==> src/rtl/cordic_hyp_if.sv <==
// Operand/result handshake bundle for the hyperbolic CORDIC rotator.
`timescale 1ns/1ps
interface cordic_hyp_if #(
  parameter int W = 32
);
  logic         in_valid;
  logic         in_ready;
  logic [W-1:0] x_in;
  logic [W-1:0] y_in;
  logic [W-1:0] z_in;
  logic         out_valid;
  logic         out_ready;
  logic [W-1:0] x_out;
  logic [W-1:0] y_out;
  logic [W-1:0] z_out;

  modport master (
    output in_valid, x_in, y_in, z_in, out_ready,
    input  in_ready, out_valid, x_out, y_out, z_out
  );

  modport slave (
    input  in_valid, x_in, y_in, z_in, out_ready,
    output in_ready, out_valid, x_out, y_out, z_out
  );
endinterface

==> src/rtl/cordic_hyp_rotator.sv <==
// Iterative hyperbolic CORDIC, rotation mode, expanded-range schedule.
// One micro-rotation per clock; Q8.24 operands, W+2 bit x/y datapath.
`timescale 1ns/1ps
module cordic_hyp_rotator #(
  parameter int FLOAT_SIZE = 24,
  parameter int INT_SIZE   = 8
) (
  input  logic        clk,
  input  logic        rst,
  cordic_hyp_if.slave io
);
  localparam int W  = INT_SIZE + FLOAT_SIZE;
  localparam int XW = W + 2;

  typedef enum logic [1:0] {IDLE, ROT, DONE} state_e;

  state_e               state_q, state_d;
  logic [4:0]           cnt_q, cnt_d;
  logic signed [XW-1:0] x_q, x_d;
  logic signed [XW-1:0] y_q, y_d;
  logic signed [W-1:0]  z_q, z_d;

  logic signed [5:0]    idx;
  logic                 expd;
  logic [4:0]           sh;
  logic                 neg;
  logic signed [XW-1:0] tx, ty;
  logic signed [XW:0]   xs, ys;
  logic signed [W-1:0]  ang, z_rot;

  function automatic logic signed [W-1:0] atanh_rom(
    input logic signed [5:0] i
  );
    logic [31:0] v;
    case (i)
      -6'sd3:  v = 32'h0212523d;
      -6'sd2:  v = 32'h01b78ce5;
      -6'sd1:  v = 32'h015aa164;
      6'sd0:   v = 32'h00f91395;
      6'sd1:   v = 32'h008c9f54;
      6'sd2:   v = 32'h004162bc;
      6'sd3:   v = 32'h00202b12;
      6'sd4:   v = 32'h00100559;
      6'sd5:   v = 32'h000800ab;
      6'sd6:   v = 32'h00040015;
      6'sd7:   v = 32'h00020003;
      6'sd8:   v = 32'h00010000;
      6'sd9:   v = 32'h00008000;
      6'sd10:  v = 32'h00004000;
      6'sd11:  v = 32'h00002000;
      6'sd12:  v = 32'h00001000;
      6'sd13:  v = 32'h00000800;
      default: v = 32'h0;
    endcase
    return W'(v);
  endfunction

  // Clamp instead of wrapping so huge magnitudes still saturate at the output.
  function automatic logic signed [XW-1:0] clamp(
    input logic signed [XW:0] v
  );
    if (v[XW] != v[XW-1])
      return v[XW] ? {1'b1, {(XW-1){1'b0}}}
                   : {1'b0, {(XW-1){1'b1}}};
    return v[XW-1:0];
  endfunction

  function automatic logic [W-1:0] sat(
    input logic signed [XW-1:0] v
  );
    if (&v[XW-1:W-1] || ~|v[XW-1:W-1])
      return v[W-1:0];
    return v[XW-1] ? {1'b1, {(W-1){1'b0}}}
                   : {1'b0, {(W-1){1'b1}}};
  endfunction

  always_comb begin
    idx = 6'sd13;
    unique case (1'b1)
      (cnt_q <= 5'd7):
        idx = $signed({1'b0, cnt_q}) - 6'sd3;
      (cnt_q == 5'd8):
        idx = 6'sd4;
      (cnt_q >= 5'd9 && cnt_q <= 5'd17):
        idx = $signed({1'b0, cnt_q}) - 6'sd4;
      default:
        idx = 6'sd13;
    endcase
  end

  always_comb begin
    expd  = (idx <= 6'sd0);
    sh    = expd ? 5'(6'sd2 - idx) : idx[4:0];
    neg   = z_q[W-1];
    tx    = expd ? (y_q - (y_q >>> sh)) : (y_q >>> sh);
    ty    = expd ? (x_q - (x_q >>> sh)) : (x_q >>> sh);
    xs    = neg ? ({x_q[XW-1], x_q} - {tx[XW-1], tx})
                : ({x_q[XW-1], x_q} + {tx[XW-1], tx});
    ys    = neg ? ({y_q[XW-1], y_q} - {ty[XW-1], ty})
                : ({y_q[XW-1], y_q} + {ty[XW-1], ty});
    ang   = atanh_rom(idx);
    z_rot = neg ? (z_q + ang) : (z_q - ang);
  end

  always_comb begin
    state_d = state_q;
    cnt_d   = cnt_q;
    x_d     = x_q;
    y_d     = y_q;
    z_d     = z_q;
    unique case (state_q)
      IDLE: begin
        if (io.in_valid) begin
          x_d     = {{2{io.x_in[W-1]}}, io.x_in};
          y_d     = {{2{io.y_in[W-1]}}, io.y_in};
          z_d     = io.z_in;
          cnt_d   = '0;
          state_d = ROT;
        end
      end
      ROT: begin
        // Count 19 is a settle slot: result lands 20 edges after accept.
        if (cnt_q == 5'd19) begin
          state_d = DONE;
        end else begin
          x_d   = clamp(xs);
          y_d   = clamp(ys);
          z_d   = z_rot;
          cnt_d = cnt_q + 5'd1;
        end
      end
      DONE: begin
        if (io.out_ready)
          state_d = IDLE;
      end
      default: state_d = IDLE;
    endcase
  end

  always_ff @(posedge clk or posedge rst) begin
    if (rst) begin
      state_q <= IDLE;
      cnt_q   <= '0;
      x_q     <= '0;
      y_q     <= '0;
      z_q     <= '0;
    end else begin
      state_q <= state_d;
      cnt_q   <= cnt_d;
      x_q     <= x_d;
      y_q     <= y_d;
      z_q     <= z_d;
    end
  end

  assign io.in_ready  = (state_q == IDLE);
  assign io.out_valid = (state_q == DONE);
  assign io.x_out     = sat(x_q);
  assign io.y_out     = sat(y_q);
  assign io.z_out     = z_q;
endmodule
==> src/flat_wrapper.sv <==
// flat-port wrapper written by rule: the top's interface ports become plain ports
module cordic_hyp_rotator_flat 
#(
  parameter int FLOAT_SIZE = 24,
  parameter int INT_SIZE   = 8
)
  (clk, rst, io_in_valid, io_x_in, io_y_in, io_z_in, io_out_ready, io_in_ready, io_out_valid, io_x_out, io_y_out, io_z_out);
  cordic_hyp_if io_i ();
  input  logic clk;
  input  logic rst;
  input wire logic [$bits(io_i.in_valid)-1:0] io_in_valid;
  input wire logic [$bits(io_i.x_in)-1:0] io_x_in;
  input wire logic [$bits(io_i.y_in)-1:0] io_y_in;
  input wire logic [$bits(io_i.z_in)-1:0] io_z_in;
  input wire logic [$bits(io_i.out_ready)-1:0] io_out_ready;
  output wire logic [$bits(io_i.in_ready)-1:0] io_in_ready;
  output wire logic [$bits(io_i.out_valid)-1:0] io_out_valid;
  output wire logic [$bits(io_i.x_out)-1:0] io_x_out;
  output wire logic [$bits(io_i.y_out)-1:0] io_y_out;
  output wire logic [$bits(io_i.z_out)-1:0] io_z_out;
  assign io_i.in_valid = io_in_valid;
  assign io_i.x_in = io_x_in;
  assign io_i.y_in = io_y_in;
  assign io_i.z_in = io_z_in;
  assign io_i.out_ready = io_out_ready;
  assign io_in_ready = io_i.in_ready;
  assign io_out_valid = io_i.out_valid;
  assign io_x_out = io_i.x_out;
  assign io_y_out = io_i.y_out;
  assign io_z_out = io_i.z_out;
  cordic_hyp_rotator #(.FLOAT_SIZE(FLOAT_SIZE), .INT_SIZE(INT_SIZE)) u_core (.clk(clk), .rst(rst), .io(io_i));
endmodule
==> config.mk <==
export PLATFORM = sky130hd
export DESIGN_NAME = cordic_hyp_rotator_flat
export DESIGN_NICKNAME = d
export VERILOG_FILES = /design/src/rtl/cordic_hyp_if.sv /design/src/rtl/cordic_hyp_rotator.sv /design/src/flat_wrapper.sv
export SDC_FILE = /design/constraint.sdc
export NUM_CORES = 1
export LEC_CHECK = 0
export ABC_AREA = 1
export CORE_UTILIZATION = 55
export CTS_BUF_LIST = sky130_fd_sc_hd__clkbuf_16
export DETAILED_ROUTE_END_ITERATION = 7
export MAX_ROUTING_LAYER = met4
export PLACE_DENSITY_LB_ADDON = 0.15
export SLEW_MARGIN = 20
export SYNTH_ARGS = -nofsm -noshare
export SYNTH_HDL_FRONTEND = slang
export SYNTH_SLANG_ARGS = --single-unit
==> constraint.sdc <==
create_clock -name clk -period 11.1 [get_ports clk]
set_input_delay 1.665 -clock clk [delete_from_list [all_inputs] [get_ports clk]]
set_output_delay 1.665 -clock clk [all_outputs]
set_load 0.02 [all_outputs]
==> run notes <==
fresh numbers from the pnr run: Synth Seq Share 12.4%, Cell area leaders nand2_1 16%, dfrtp_1 12%, ha_1 10%, a21oi_1 7.8%, nor2_1 7.6%, mux share 0.0927%, post-CTS sizing 0, Dominant flop cell dfrtp_1, Layout non-clock buf frac 10.3%, ys async rst share 100%, HPWL Detailed 68,100 um, Ys Warns 0, wire length per cell 19.8 um, DR pass1 iterations 7, Top Metal Used met4, clock buffers 9, Yosys top cell by area nand2_1, ClkCell Share 1.20%, met3 GRT Util 7.35%, adder share 10.9%, Non-clk invs 368, die height 200 um, comb_multi_in 3,082, Synth top cell by count nand2_1, CTS root buf clkbuf_16, Hold Crit Depth 2, antenna-violating nets left 0, ao+oa area frac 20.3%, status complete, no violations, Rows 72, via count 25,551, post-route clock period utilization 92.6%, Top Ports 198, Critical R2R Launch u_core.cnt_q[1]$_DFFE_PP0P_, R2R cell count 62, diode count 5, area share, top type 16.5%, Crit path largest cell delay 0.43 ns, met2 usage 65.1%, Met1 Routed Length 35,200 um, clock buffer depth 2, Total Routing Usage GR 43.1%, Yosys reg bits 107, seq_cells 107, logic share of the area 69.1%
met2.png
(2 px per um)
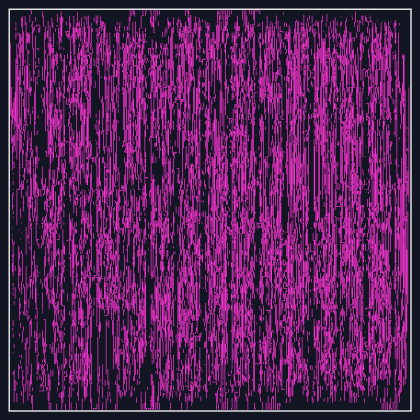
The wires run mostly vertical. The layer carries 37.2 mm of wire.

density.png
(2 px per um) 20 x 20 tiles, from black (low) to pale yellow (high), 0 to 100% covered.
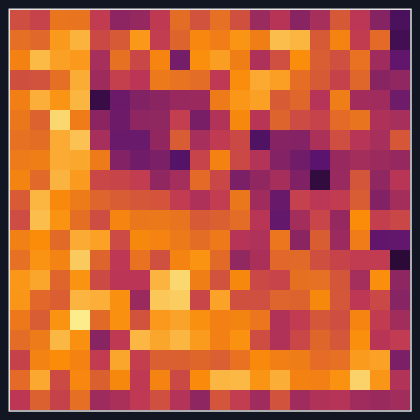
The emptiest ninth of the die: middle right. The mean over all tiles is 59%. 19% of the tiles are over 75% full. The fullest tile reaches 96%.
CORE AREA: 38,700 um^2
Post-Route Utilization: 62.9%
fp util: 55.8%

